--- src/rtl/uart_tx_sched.sv ---
// Round-robin scheduler sharing one uart_tx between N_REQ byte requesters, plus the baud strobe.
// Optional UART_SCHED_LOCK_EN: keep re-granting the last winner while it still requests.
`timescale 1ns/1ps
module uart_tx_sched #(
  parameter int N_REQ    = 4,
  parameter int BAUD_DIV = 278
) (
  input  logic               ck,
  input  logic               rst_n,
  input  logic [N_REQ-1:0]   req,
  input  logic [8*N_REQ-1:0] data,
  output logic [N_REQ-1:0]   gnt,
  output logic               baud_ck,
  output logic [7:0]         tx_data,
  output logic               tx_we,
  input  logic               tx_ready,
  output logic               busy
);

  localparam int IDX_W = (N_REQ > 1) ? $clog2(N_REQ) : 1;
  localparam int CNT_W = $clog2(BAUD_DIV);
  localparam logic [CNT_W-1:0] CNT_LAST = CNT_W'(BAUD_DIV - 1);
  localparam logic [IDX_W-1:0] IDX_LAST = IDX_W'(N_REQ - 1);

  typedef enum logic [1:0] {IDLE, WAIT_BUSY, WAIT_READY} state_t;

  state_t           state_reg;
  logic [CNT_W-1:0] baud_cnt_reg;
  logic [IDX_W-1:0] rr_last_reg;
  logic [IDX_W-1:0] rr_win;
  logic             rr_found;
  logic [IDX_W-1:0] win_idx;
  logic             win_valid;
  logic [N_REQ-1:0] gnt_next;
  logic [7:0]       data_arr [N_REQ];

  // Free-running bit-period counter; the strobe is registered, so it lags count==last by one cycle.
  always_ff @(posedge ck or negedge rst_n) begin
    if (!rst_n) begin
      baud_cnt_reg <= '0;
      baud_ck      <= 1'b0;
    end else begin
      baud_ck      <= (baud_cnt_reg == CNT_LAST);
      baud_cnt_reg <= (baud_cnt_reg == CNT_LAST) ? '0 : baud_cnt_reg + 1'b1;
    end
  end

  generate
    for (genvar gi = 0; gi < N_REQ; gi++) begin : g_req
      assign data_arr[gi] = data[gi*8 +: 8];
      assign gnt_next[gi] = (win_idx == IDX_W'(gi));
    end
  endgenerate

  // First set request scanning upward from the slot after the last winner.
  always_comb begin
    int idx;
    logic [IDX_W-1:0] idx_v;
    rr_found = 1'b0;
    rr_win   = '0;
    idx      = 0;
    idx_v    = '0;
    for (int k = 1; k <= N_REQ; k++) begin
      idx   = (int'(rr_last_reg) + k) % N_REQ;
      idx_v = IDX_W'(idx);
      if (!rr_found && req[idx_v]) begin
        rr_found = 1'b1;
        rr_win   = idx_v;
      end
    end
  end

`ifdef UART_SCHED_LOCK_EN
  logic lock_reg;
  logic use_lock;

  assign use_lock  = lock_reg && req[rr_last_reg];
  assign win_idx   = use_lock ? rr_last_reg : rr_win;
  assign win_valid = use_lock || rr_found;

  // A grant (re)arms the lock; the holder releases it by dropping its request while we are idle.
  always_ff @(posedge ck or negedge rst_n) begin
    if (!rst_n) begin
      lock_reg <= 1'b0;
    end else if (state_reg == IDLE) begin
      if (tx_ready && win_valid)
        lock_reg <= 1'b1;
      else if (!req[rr_last_reg])
        lock_reg <= 1'b0;
    end
  end
`else
  assign win_idx   = rr_win;
  assign win_valid = rr_found;
`endif

  always_ff @(posedge ck or negedge rst_n) begin
    if (!rst_n) begin
      state_reg   <= IDLE;
      gnt         <= '0;
      tx_we       <= 1'b0;
      tx_data     <= 8'h00;
      busy        <= 1'b0;
      rr_last_reg <= IDX_LAST;
    end else begin
      tx_we <= 1'b0;
      gnt   <= '0;
      case (state_reg)
        IDLE: begin
          if (tx_ready && win_valid) begin
            tx_data     <= data_arr[win_idx];
            tx_we       <= 1'b1;
            gnt         <= gnt_next;
            rr_last_reg <= win_idx;
            busy        <= 1'b1;
            state_reg   <= WAIT_BUSY;
          end
        end
        // A uart_tx that never drops ready leaves us parked here by design.
        WAIT_BUSY: begin
          if (!tx_ready)
            state_reg <= WAIT_READY;
        end
        WAIT_READY: begin
          if (tx_ready) begin
            busy      <= 1'b0;
            state_reg <= IDLE;
          end
        end
        default: begin
          busy      <= 1'b0;
          state_reg <= IDLE;
        end
      endcase
    end
  end

endmodule

--- config.mk ---
export PLATFORM = sky130hd
export DESIGN_NAME = uart_tx_sched
export DESIGN_NICKNAME = d
export VERILOG_FILES = /design/src/rtl/uart_tx_sched.sv
export SDC_FILE = /design/constraint.sdc
export NUM_CORES = 1
export LEC_CHECK = 0
export CORE_MARGIN = 10
export CORE_UTILIZATION = 45
export DETAILED_ROUTE_END_ITERATION = 8
export PLACE_DENSITY = 0.8
export RECOVER_POWER = 100
export SYNTH_ARGS = -nofsm -noshare
export SYNTH_HDL_FRONTEND = slang
export SYNTH_SLANG_ARGS = --single-unit
--- constraint.sdc ---
create_clock -name ck -period 2.15 [get_ports ck]
set_clock_uncertainty 0.1 [all_clocks]
set_input_delay 0.5375 -clock ck [delete_from_list [all_inputs] [get_ports ck]]
set_output_delay 0.5375 -clock ck [all_outputs]
set_load 0.05 [all_outputs]
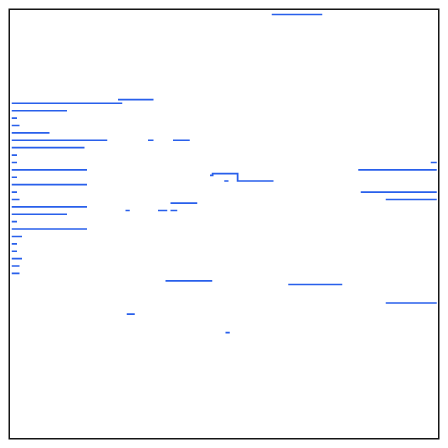
Figure 1: M3 wires.
nets with wire on the layer	38
share of all routed wire	5.9%
wire length on this layer	249 um
main direction	horizontal
longest straight run	20.0 um
drt total wl: 4.20 mm
routed vias: 1375
grt met3 use: 3.60%

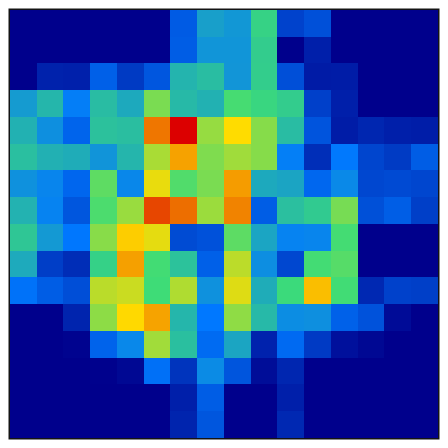
Figure 2: wiring heat map.
The die is cut into 16 by 16 equal tiles; dark blue is low, red is high, scaled to the fullest tile. Values are wire area over tile area, all layers added.
mean over tiles	0.11
nearly empty tiles	31%
fullest tile	0.44
tiles over half the peak	18%
densest ninth of the die	middle

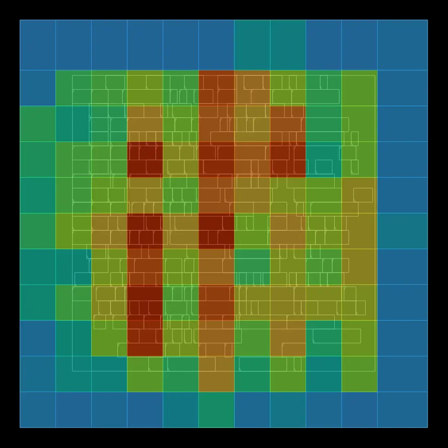
Figure 3: routing congestion map.
met1 usage: 15.6%
GR Layer Usage met2: 24.9%

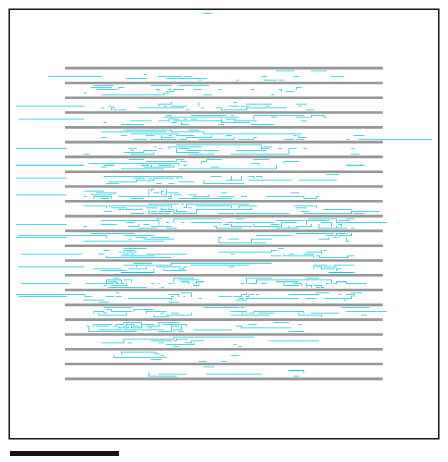
Figure 4: metal 1.
Bar = 20 um. Supply wires on this layer in gray.
share of all routed wire	41%
nets with wire on the layer	228
main direction	horizontal
wire length on this layer	1710 um

[power by group through the flow]
stage | registers (W) | logic, W | clock network, W
after floorplan | 0.00104 | 0.000466 | 0
after global placement | 0.000744 | 0.00121 | 0
after detailed placement | 0.000752 | 0.00125 | 0
after CTS | 0.000742 | 0.00125 | 0.000353
after global routing | 0.000756 | 0.00124 | 0.000373
final | 0.000743 | 0.00115 | 0.000347
[cell families (layout without fill, tap and decap cells)]
group                      count (synthesis)  after routing  share of synthesized area, %
muxes                                      8              8                          5.17
xor gates and xnor gates                   8              8                          4.52
buffers and inverters                      9             80                          3.55
and+or+nand+nor                           52             52                          20.9
adders and majority gates                  2              2                          1.61
AOI/OAI and AO/OA                         37             37                          18.9
DFF                                       28             28                          45.4
[per-layer routing]
metal	wire length [um]	up-vias	part of all wire [%]
li1	-	677	-
met1	1710	641	41
met2	2150	49	51
met3	249	8	5.9
met4	85	0	2.0
met5	0	-	0
[what timing repair did]
action	4_1_cts	5_1_grt
pin swaps	0	0
setup endpoints to repair	1	7
buffers inserted	0	0
resized	1	7
[cell usage in the layout, fill, tap and decap left out, types with 6 or more instances in the layout]
master	count
clkdlybuf4s50_1	36
dfrtp_1	26
clkbuf_1	14
buf_4	14
nand2_1	12
nor2_1	9
mux2i_1	8
and4_1	8
o31a_1	8
xnor2_1	7
o21ai_0	7
o21ai_1	6
[stage by stage]
step	total power [W]	instance area, um2	TNS, ns	worst slack [ns]	instances
finish	0.00224	2230	0	0.0601	261
global route	0.00237	2230	0	0.00186	261
CTS	0.00234	2300	0	0.00611	261
detailed placement	0.00200	2250	-3.14	-0.367	257
global placement	0.00195	2250	-2.31	-0.273	257
floorplan	0.00151	1550	0	0.260	144
==> reports/metrics.yaml <==
die:
  die-area_um2: 6190
  die_h_um: 78.7
global_routing:
  grt_usage_pct: 14.0
  grt_max_degree: 29
  antenna_found_initial: 0
  grt_pass1_wl_mm: 7.11
drt:
  wire_per_inst_um: 16.1
  final_antenna_net_count: 0
final_timing:
  post-route-min-period_ns: 2.09
  max_slew_margin_pct: 54.5
  finalClockPeriodUsage_pct: 97.2
critical_path:
  required_ns: 2.28
  worstPathArrival_ns: 2.22
  r2r_cells: 6
  crit_chain: "clkdlybuf4s50_1 > nor2b_4 > o21a_1 > buf_4 > o31a_1 > o21ai_0 > o211ai_2"
  path_depth: 7
  critPathMaxStageDelay_ns: 0.49
  critPathCaptureType: "flop"
  crit_end: "tx_data[7]"
synth:
  synth_seq_share_pct: 45.4
  synth-edff-count: 0
  synthCells: 144
  async_flop_share_pct: 100
  syn_area_per_cell_um2: 10.8
  fp_nets: 185
  ys_top_cells_by_count: "dfrtp_1, nand2_1, o21ai_0, nor2_1"
power_and_ir_drop:
  p_leak_nw: 0.973
  power.internal_w: 0.00129
layout:
  comb_area_share_pct: 35.3
  largest_class: "combinational gates"
  buffers: 72
  nFillCells: 274
  fin_nets: 257
  nClkBuffers: 3
  clk_share_pct: 2.35
  drive_gt1_share_pct: 17.7
  flop_area_um2: 703
  area_delta_synth_final_pct: 44.0
  antenna_cells: 0
placed_design:
  place.detailed.hpwl_mm: 3.49
min_path:
  hold_class: "reg2reg"
  hold_path_end: "baud_cnt_reg[0]"
clock_tree:
  cts.sinks: 28
  insertion_delay_ns: 0.34
  cts_tree: "yes"
flow_run:
  cap_violations: 0
  warnings: 27
outcome:
  outcome: "finished clean"
No activity file was given, so power comes from the tool's default toggle rates.
